`src/rtl/gcd_pkg.sv`:
```
// Shared definitions for the gcd unit and its sweep driver.
//   GCD_SIZE      default operand/result width; the gcd unit uses the same constant
//   GCD_TIMEOUT   default per-pair wait budget for the sweep driver
//   sweep_state_e sweep driver FSM state encoding
package gcd_pkg;

    localparam int unsigned GCD_SIZE    = 11;
    localparam int unsigned GCD_TIMEOUT = 4096;

    typedef enum logic [2:0] {
        StIdle,
        StDrst,
        StWait,
        StCheck,
        StNext,
        StDone
    } sweep_state_e;

endpackage

```
`src/rtl/gcd_ref_sub.sv`:
```
// Iterative subtractive gcd reference: one subtraction per cycle.
//   clk      clock
//   rst      synchronous active-high reset, clears both operands
//   load     captures a_i/b_i as the new operand pair
//   a_i, b_i operands (both nonzero for a meaningful result)
//   ref_done high while the operands are equal, i.e. the result is final
//   ref_gcd  the result, valid while ref_done is high
module gcd_ref_sub
    import gcd_pkg::*;
#(
    parameter int unsigned SIZE = GCD_SIZE
) (
    input  logic            clk,
    input  logic            rst,
    input  logic            load,
    input  logic [SIZE-1:0] a_i,
    input  logic [SIZE-1:0] b_i,
    output logic            ref_done,
    output logic [SIZE-1:0] ref_gcd
);

    logic [SIZE-1:0] a_q, b_q;

    // Always larger minus smaller, so neither operand can underflow.
    always_ff @(posedge clk) begin
        if (rst) begin
            a_q <= '0;
            b_q <= '0;
        end else if (load) begin
            a_q <= a_i;
            b_q <= b_i;
        end else if (a_q > b_q) begin
            a_q <= a_q - b_q;
        end else if (b_q > a_q) begin
            b_q <= b_q - a_q;
        end
    end

    assign ref_done = (a_q == b_q);
    assign ref_gcd  = a_q;

endmodule

```
`src/rtl/gcd_sweep_driver.sv`:
```
// Self-test initiator for a gcd unit. Sweeps every operand pair (x, y) with
// x, y in 1..2^SIZE-1 (y inner), resets the gcd unit before each pair, waits for
// its result and compares it against a subtractive reference.
//   clk, rst        clock and synchronous active-high reset
//   start           begins a sweep; honoured only when idle or done
//   gcd_rst         reset to the gcd unit (low only while waiting for a result)
//   x_o, y_o        operands to the gcd unit
//   data_i          gcd unit result
//   data_en_i       gcd unit result valid
//   busy            sweep in progress
//   done            sweep finished, held until the next start or rst
//   pass            done with no errors
//   error_cnt       mismatches plus timeouts, saturating
module gcd_sweep_driver
    import gcd_pkg::*;
#(
    parameter int unsigned SIZE       = GCD_SIZE,
    parameter int unsigned RST_CYCLES = 3,
    parameter int unsigned TIMEOUT    = GCD_TIMEOUT,
    parameter int unsigned ERR_W      = 24
) (
    input  logic             clk,
    input  logic             rst,
    input  logic             start,
    output logic             gcd_rst,
    output logic [SIZE-1:0]  x_o,
    output logic [SIZE-1:0]  y_o,
    input  logic [SIZE-1:0]  data_i,
    input  logic             data_en_i,
    output logic             busy,
    output logic             done,
    output logic             pass,
    output logic [ERR_W-1:0] error_cnt
);

    localparam int unsigned RCW = (RST_CYCLES > 1) ? $clog2(RST_CYCLES) : 1;
    localparam int unsigned TW  = $clog2(TIMEOUT + 1);

    localparam logic [SIZE-1:0]  MAX_OP  = '1;
    localparam logic [ERR_W-1:0] ERR_MAX = '1;

    sweep_state_e     state_q, state_d;
    logic [SIZE-1:0]  i_q, i_d;
    logic [SIZE-1:0]  j_q, j_d;
    logic [RCW-1:0]   rst_cnt_q, rst_cnt_d;
    logic [TW-1:0]    tmo_cnt_q, tmo_cnt_d;
    logic             got_res_q, got_res_d;
    logic             timeout_q, timeout_d;
    logic [SIZE-1:0]  res_q, res_d;
    logic [ERR_W-1:0] err_q, err_d;

    logic             ref_load;
    logic             ref_done;
    logic [SIZE-1:0]  ref_gcd;

    // The reference is loaded on the first DRST cycle, while x_o/y_o already show the pair.
    assign ref_load = (state_q == StDrst) && (rst_cnt_q == '0);

    gcd_ref_sub #(
        .SIZE (SIZE)
    ) u_ref (
        .clk      (clk),
        .rst      (rst),
        .load     (ref_load),
        .a_i      (i_q),
        .b_i      (j_q),
        .ref_done (ref_done),
        .ref_gcd  (ref_gcd)
    );

    always_ff @(posedge clk) begin
        if (rst) begin
            state_q   <= StIdle;
            i_q       <= '0;
            j_q       <= '0;
            rst_cnt_q <= '0;
            tmo_cnt_q <= '0;
            got_res_q <= 1'b0;
            timeout_q <= 1'b0;
            res_q     <= '0;
            err_q     <= '0;
        end else begin
            state_q   <= state_d;
            i_q       <= i_d;
            j_q       <= j_d;
            rst_cnt_q <= rst_cnt_d;
            tmo_cnt_q <= tmo_cnt_d;
            got_res_q <= got_res_d;
            timeout_q <= timeout_d;
            res_q     <= res_d;
            err_q     <= err_d;
        end
    end

    always_comb begin
        state_d   = state_q;
        i_d       = i_q;
        j_d       = j_q;
        rst_cnt_d = rst_cnt_q;
        tmo_cnt_d = tmo_cnt_q;
        got_res_d = got_res_q;
        timeout_d = timeout_q;
        res_d     = res_q;
        err_d     = err_q;

        unique case (state_q)
            StIdle, StDone: begin
                if (start) begin
                    state_d   = StDrst;
                    i_d       = SIZE'(1);
                    j_d       = SIZE'(1);
                    err_d     = '0;
                    rst_cnt_d = '0;
                    tmo_cnt_d = '0;
                    got_res_d = 1'b0;
                    timeout_d = 1'b0;
                end
            end

            StDrst: begin
                if (rst_cnt_q == RCW'(RST_CYCLES - 1)) begin
                    rst_cnt_d = '0;
                    state_d   = StWait;
                end else begin
                    rst_cnt_d = rst_cnt_q + 1'b1;
                end
            end

            StWait: begin
                // Count only until a result arrives; the reference then finishes
                // within 2^SIZE-1 cycles of its load, which TIMEOUT covers.
                if (!got_res_q) begin
                    tmo_cnt_d = tmo_cnt_q + 1'b1;
                end
                if (data_en_i && !got_res_q) begin
                    res_d     = data_i;
                    got_res_d = 1'b1;
                end
                if (got_res_q && ref_done) begin
                    state_d = StCheck;
                end else if (!got_res_q && !data_en_i && (tmo_cnt_q == TW'(TIMEOUT - 1))) begin
                    // A result arriving on the expiry cycle wins over the timeout.
                    timeout_d = 1'b1;
                    state_d   = StCheck;
                end
            end

            StCheck: begin
                if ((timeout_q || (res_q != ref_gcd)) && (err_q != ERR_MAX)) begin
                    err_d = err_q + 1'b1;
                end
                state_d = StNext;
            end

            StNext: begin
                rst_cnt_d = '0;
                tmo_cnt_d = '0;
                got_res_d = 1'b0;
                timeout_d = 1'b0;
                if (j_q != MAX_OP) begin
                    j_d     = j_q + 1'b1;
                    state_d = StDrst;
                end else if (i_q != MAX_OP) begin
                    i_d     = i_q + 1'b1;
                    j_d     = SIZE'(1);
                    state_d = StDrst;
                end else begin
                    state_d = StDone;
                end
            end

            default: state_d = StIdle;
        endcase
    end

    assign gcd_rst   = (state_q != StWait);
    assign x_o       = i_q;
    assign y_o       = j_q;
    assign busy      = (state_q != StIdle) && (state_q != StDone);
    assign done      = (state_q == StDone);
    assign pass      = done && (err_q == '0);
    assign error_cnt = err_q;

endmodule

```
`config.mk`:
```
export PLATFORM = sky130hd
export DESIGN_NAME = gcd_sweep_driver
export DESIGN_NICKNAME = d
export VERILOG_FILES = /design/src/rtl/gcd_pkg.sv /design/src/rtl/gcd_ref_sub.sv /design/src/rtl/gcd_sweep_driver.sv
export SDC_FILE = /design/constraint.sdc
export NUM_CORES = 1
export LEC_CHECK = 0
export CELL_PAD_IN_SITES_DETAIL_PLACEMENT = 0
export CELL_PAD_IN_SITES_GLOBAL_PLACEMENT = 1
export CORE_MARGIN = 1.5
export CORE_UTILIZATION = 32
export DETAILED_ROUTE_END_ITERATION = 16
export PLACE_DENSITY_LB_ADDON = 0.1
export SYNTH_ARGS = -nofsm -noshare
export SYNTH_HDL_FRONTEND = slang
export SYNTH_HIERARCHICAL = 1
export SYNTH_SLANG_ARGS = --single-unit
```
`constraint.sdc`:
```
create_clock -name clk -period 3.6 [get_ports clk]
set_input_delay 0.72 -clock clk [delete_from_list [all_inputs] [get_ports clk]]
set_output_delay 0.72 -clock clk [all_outputs]
set_load 0.005 [all_outputs]
```
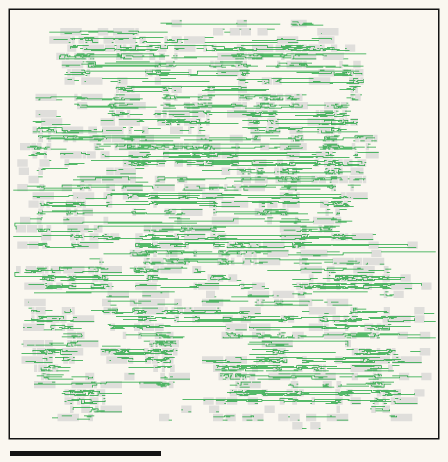
Run 1: M1 wires
Bar = 50 um.
main direction: horizontal
share of all routed wire: 51%
longest straight run: 75.0 um
nets with wire on the layer: 775
wire length on this layer: 9270 um

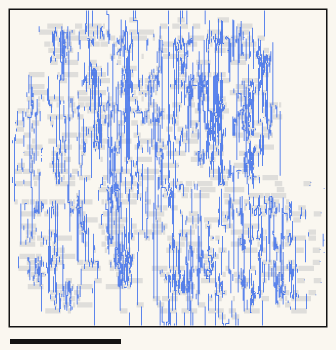
Run 1: metal 2
Bar = 50 um.
nets with wire on the layer: 682
longest straight run: 70.4 um
wire length on this layer: 8020 um
share of all routed wire: 44%
main direction: vertical

==> Table 3: Implementation characteristics, run 1 <==
Physical design parameters

Parameter                              Value

Final layout
  Non-Clock Inverter Count .................. 35
  Number of combinational gates with multiple inputs .................. 583
  Filler cell count in the final layout .................. 1966
  Number of clock buffer instances in the layout .................. 12
  Most frequent logic cell in the layout .................. dfxtp_1
  Utilization after layout .................. 38.4%
  Most frequent logic cells in the routed design .................. dfxtp_1, nor2_1, nand2_1, clkdlybuf4s50_1, a21oi_1
  Combinational fraction of the cell area .................. 52.8%
  Number of nets in the final layout .................. 843
  Most area-hungry cell class in the final design .................. multi-input combinational cells
  Flop count .................. 99
  Non-clock buffer count .................. 71
  Logic area .................. 3810 um^2
  Area grow syn2layout .................. 17.2%
  Portion of the layout cell area used by non-clock buffers .................. 9.52%
  Design area .................. 7230 um^2
  Sequential Area .................. 1980 um^2

Power and ir drop
  Logic gate share of total power .................. 55.6%
  Share of total power in the clock network .................. 18.0%
  Leading power group .................. combinational logic
  Total internal power .................. 2.92 mW
  Power per Cell Area .................. 743 nW/um^2
  Power, Total .................. 5.37 mW
  Worst ir drop on vdd .................. 0.000256 V
  Net switching power of the design .................. 2.45 mW
  Switching share of power .................. 45.6%
  Power attributed to combinational cells .................. 2.99 mW

Synthesis
  Count of flip-flops with a built-in enable after synthesis .................. 0
  Most frequent cell after synthesis .................. dfxtp_1
  Predominant post-synthesis flop cell .................. dfxtp_1
  Mux frac, synth .................. 2.11%
  Asr flop ratio synth .................. 0%
  Arithmetic-cell share of the synthesized area counting full adders, half adders and majority gates .................. 6.13%
  Area share of and/or/nand/nor cells after synthesis .................. 25.7%
  Top cell types by occurrence after synthesis .................. dfxtp_1, nor2_1, nand2_1
  Share of the synthesized area in the top cell type .................. 32.1%
  # Cells Yosys .................. 759
  Top non-seq family .................. simple AND/OR/NAND/NOR gates
  Number of distinct library cells after synthesis .................. 83
  Area reported by Yosys stat .................. 6170 um^2
  Netlist Area Pre-Place .................. 6170 um^2
  AND-OR/OR-AND share of the synthesized area .................. 21.4%
  Dominant cells by area after synthesis .................. dfxtp_1, ha_1, nor2_1, nand2_1, a21oi_1

Run
  Count of warning messages emitted by the tools .................. 38
  Max-cap check violation count .................. 0

Critical path
  Critical path's slowest cell .................. dfxtp_1
  Origin of the critical flop-to-flop path .................. u_ref/ref_gcd[10]
  Largest driver fanout on the critical path .................. 20
  Reg2Reg Setup Slack .................. 770 ps
  CP cell instances .................. or3b_2 > clkdlybuf4s50_1
  Depth of the worst register-to-register path .................. 6
  Critical Path Start .................. state_q[1]
  Cell family with the largest share of critical-path delay .................. flip-flops
  Number of cells on the critical path .................. 2
  CP peak stage delay .................. 790 ps
  Kind of end point of the critical path .................. output port
  Capturing element of the worst setup path .................. gcd_rst
  CP Buf/Inv Count .................. 1
  WS Path Type .................. register to output port

Route
  Total vias in the final route .................. 5671
  Via density per instance .................. 5.33
  Met1 wire length .................. 9.27 mm
  First-pass iteration count of the detailed router .................. 7
  Met3 wire length .................. 678 um
  Violation count after the first detailed-routing iteration .................. 387
  Top routing layer in use .................. met4
  Met2 WL .................. 8.02 mm

Clock network
  Sink Count .................. 99
  Root Driver .................. clkbuf_16
  Clock tree from TritonCTS .................. yes
  Number of hold buffers added after cts .................. 0
  Inserted Clock Buffers .................. 9
  Buffers inserted during post-CTS setup optimization .................. 0
  Post-CTS Resized .................. 0
  Clock-pin slew of the registers on the worst-case setup and hold paths .................. 80 ps
  Clk latency late pin .................. 350 ps

Timing
  Clock skew after layout .................. 13.7 ps
  Fin crit period .................. 2900 ps
  Setup repair after global routing missed its margin .................. false
  Count of final hold-check violations .................. 0
  Relative slew slack .................. 44.6%
  Final-report setup violation count .................. 0
  Post-route fraction of the period consumed by the critical path .................. 80.7%
  Slew at the pin closest to its max-slew limit .................. 831 ps
  Setup slack of the critical path after layout .................. 696 ps
  Timing-limited maximum frequency .................. 344 MHz
  Final hold slack .................. 468 ps
  Number of pins with negative max-slew slack in the final report .................. 0
  Post-route setup TNS .................. 0 ps

Placed design
  HPWL after DPL .................. 13.5 mm
  Cells after DPL .................. 1048
  Placed cell areas .................. 6940 um^2
  Routability congestion estimate .................. 0.808
  Input/output buffers .................. 64

Worst hold path
  Origin of the worst min-delay path .................. res_q[9]
  Worst Hold Path Cells .................. 2

Global route
  Total global routing overflow .................. 0
  Global routing usage on met1 .................. 26.9%
  Pin count of the biggest net entering global routing .................. 48
  Overall routing resource usage .................. 18.4%
  GRT Max-Usage Layer .................. met2
  First-pass GRT wire length .................. 28.8 mm

Floorplan
  Floorplan die area .................. 20100 um^2
  Die Wd .................. 142 um
  Core area .................. 18800 um^2
  Number of top-level design ports .................. 65

Outcome
  Outcome .................. complete, no violations
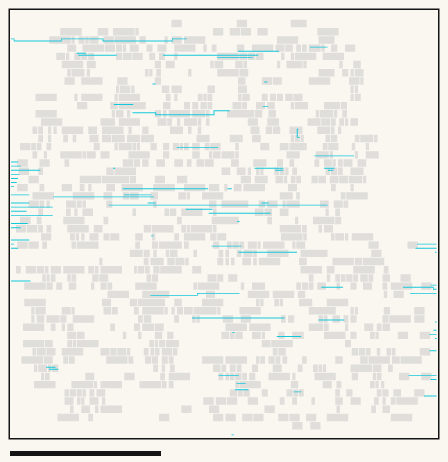
Run 1: the metal 3 layer
Bar = 50 um.
wire length on this layer: 679 um
nets with wire on the layer: 65
main direction: horizontal
share of all routed wire: 3.7%
longest straight run: 72.2 um

--- run 2 (diff from run 1) ---
- clock period: 3.6 -> 2.3 ns (I/O delays scaled with it)
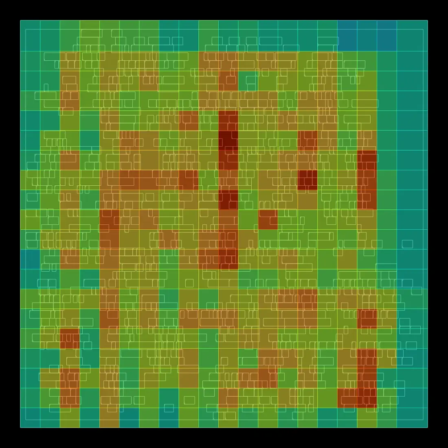
Run 2: routing congestion
M2 GR Usage: 30.6%
met3 track utilization from global routing: 2.50%
utilization after layout: 45.6%

==> Table 3: Implementation characteristics, run 2 <==
Physical design parameters

Parameter                              Value

Critical path
  Largest driver fanout on the critical path .................. 8
  Critical Path Start .................. u_ref/ref_gcd[5]
  Reg2Reg Setup Slack .................. 60 ps
  Depth of the worst register-to-register path .................. 10
  Kind of end point of the critical path .................. register
  Capturing element of the worst setup path .................. u_ref/b_q[3]
  Origin of the critical flop-to-flop path .................. u_ref/ref_gcd[5]
  WS Path Type .................. register to register
  CP peak stage delay .................. 360 ps
  CP cell instances .................. inv_2 > ha_4 > and2_4 > a21o_1 > a221oi_2 > o31ai_4 > buf_12 > buf_6 > a21oi_4 > mux2i_1
  CP Buf/Inv Count .................. 3
  Number of cells on the critical path .................. 10

Placed design
  HPWL after DPL .................. 14.8 mm
  Input/output buffers .................. 64
  Cells after DPL .................. 1180
  Routability congestion estimate .................. 0.845

Timing
  Relative slew slack .................. 63.0%
  Timing-limited maximum frequency .................. 447 MHz
  Setup repair after global routing missed its margin .................. true
  Post-route fraction of the period consumed by the critical path .................. 97.2%
  Setup slack of the critical path after layout .................. 64.7 ps
  Clock skew after layout .................. 9.44 ps
  Count of final hold-check violations .................. 0
  Slew at the pin closest to its max-slew limit .................. 556 ps
  Post-route setup TNS .................. 0 ps
  Final-report setup violation count .................. 0
  Fin crit period .................. 2240 ps
  Number of pins with negative max-slew slack in the final report .................. 0

Run
  Count of warning messages emitted by the tools .................. 39
  Max-cap check violation count .................. 0

Final layout
  Combinational fraction of the cell area .................. 47.3%
  Portion of the layout cell area used by non-clock buffers .................. 20.8%
  Filler cell count in the final layout .................. 1867
  Design area .................. 8590 um^2
  Most frequent logic cells in the routed design .................. buf_4, dfxtp_1, nor2_1, nand2_1, clkdlybuf4s50_1
  Number of clock buffer instances in the layout .................. 11
  Flop count .................. 99
  Non-Clock Inverter Count .................. 35
  Most frequent logic cell in the layout .................. buf_4
  Number of nets in the final layout .................. 982
  Sequential Area .................. 1990 um^2
  Post-route non-filler standard cell count .................. 1203
  Most area-hungry cell class in the final design .................. multi-input combinational cells
  Non-clock buffer count .................. 209
  Logic area .................. 4060 um^2
  Area grow syn2layout .................. 39.2%

Synthesis
  AND-OR/OR-AND share of the synthesized area .................. 21.4%
  Area reported by Yosys stat .................. 6170 um^2
  Mux frac, synth .................. 2.11%
  Arithmetic-cell share of the synthesized area counting full adders, half adders and majority gates .................. 6.13%
  Dominant cells by area after synthesis .................. dfxtp_1, ha_1, nor2_1, nand2_1, a21oi_1
  Top non-seq family .................. simple AND/OR/NAND/NOR gates
  Netlist Area Pre-Place .................. 6170 um^2
  Area share of and/or/nand/nor cells after synthesis .................. 25.7%
  Share of the synthesized area in the top cell type .................. 32.1%
  Warnings, synthesis .................. 6
  Count of flip-flops with a built-in enable after synthesis .................. 0
  Number of distinct library cells after synthesis .................. 83
  Most frequent cell after synthesis .................. dfxtp_1
  Asr flop ratio synth .................. 0%
  # Cells Yosys .................. 759

Floorplan
  Floorplan die area .................. 20100 um^2
  Core area .................. 18800 um^2
  Number of top-level design ports .................. 65
  Die Wd .................. 142 um

Clock network
  Root Driver .................. clkbuf_16
  Sink Count .................. 99
  Buffers inserted during post-CTS setup optimization .................. 0
  Post-CTS Resized .................. 12
  Clock tree from TritonCTS .................. yes
  H-tree levels .................. 3
  Inserted Clock Buffers .................. 9
  Clk latency late pin .................. 350 ps
  Clock-pin slew of the registers on the worst-case setup and hold paths .................. 70 ps

Route
  First-pass iteration count of the detailed router .................. 5
  Total vias in the final route .................. 6291
  Via density per instance .................. 5.23
  Met1 wire length .................. 10.1 mm
  Detailed-route DRC error count .................. 0
  Met2 WL .................. 8.59 mm
  Met3 wire length .................. 623 um
  Violation count after the first detailed-routing iteration .................. 355
  Top routing layer in use .................. met4

Global route
  Overall routing resource usage .................. 19.7%
  Initial antenna violation count .................. 0
  Pin count of the biggest net entering global routing .................. 47
  Global routing usage on met1 .................. 28.5%
  Total global routing overflow .................. 0

Power and ir drop
  Switching share of power .................. 41.7%
  Worst ir drop on vdd .................. 0.000609 V
  Net switching power of the design .................. 4.37 mW
  Logic gate share of total power .................. 64.8%
  Leading power group .................. combinational logic
  Total internal power .................. 6.12 mW
  Power, Total .................. 10.5 mW
  Share of total power in the clock network .................. 15.1%
  Power per Cell Area .................. 1220 nW/um^2
  Power attributed to combinational cells .................. 6.79 mW

Worst hold path
  Worst Hold Path Cells .................. 2
  Origin of the worst min-delay path .................. res_q[9]

Outcome
  Outcome .................. complete, no violations
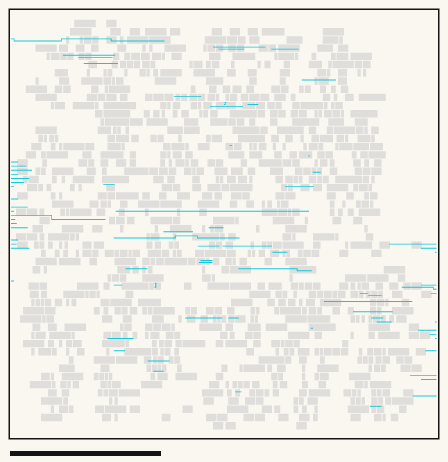
Run 2: the metal 3 layer
Bar = 50 um.
main direction: horizontal
wire length on this layer: 623 um
longest straight run: 63.7 um
nets with wire on the layer: 69

Power is estimated from default activity; no workload was simulated.
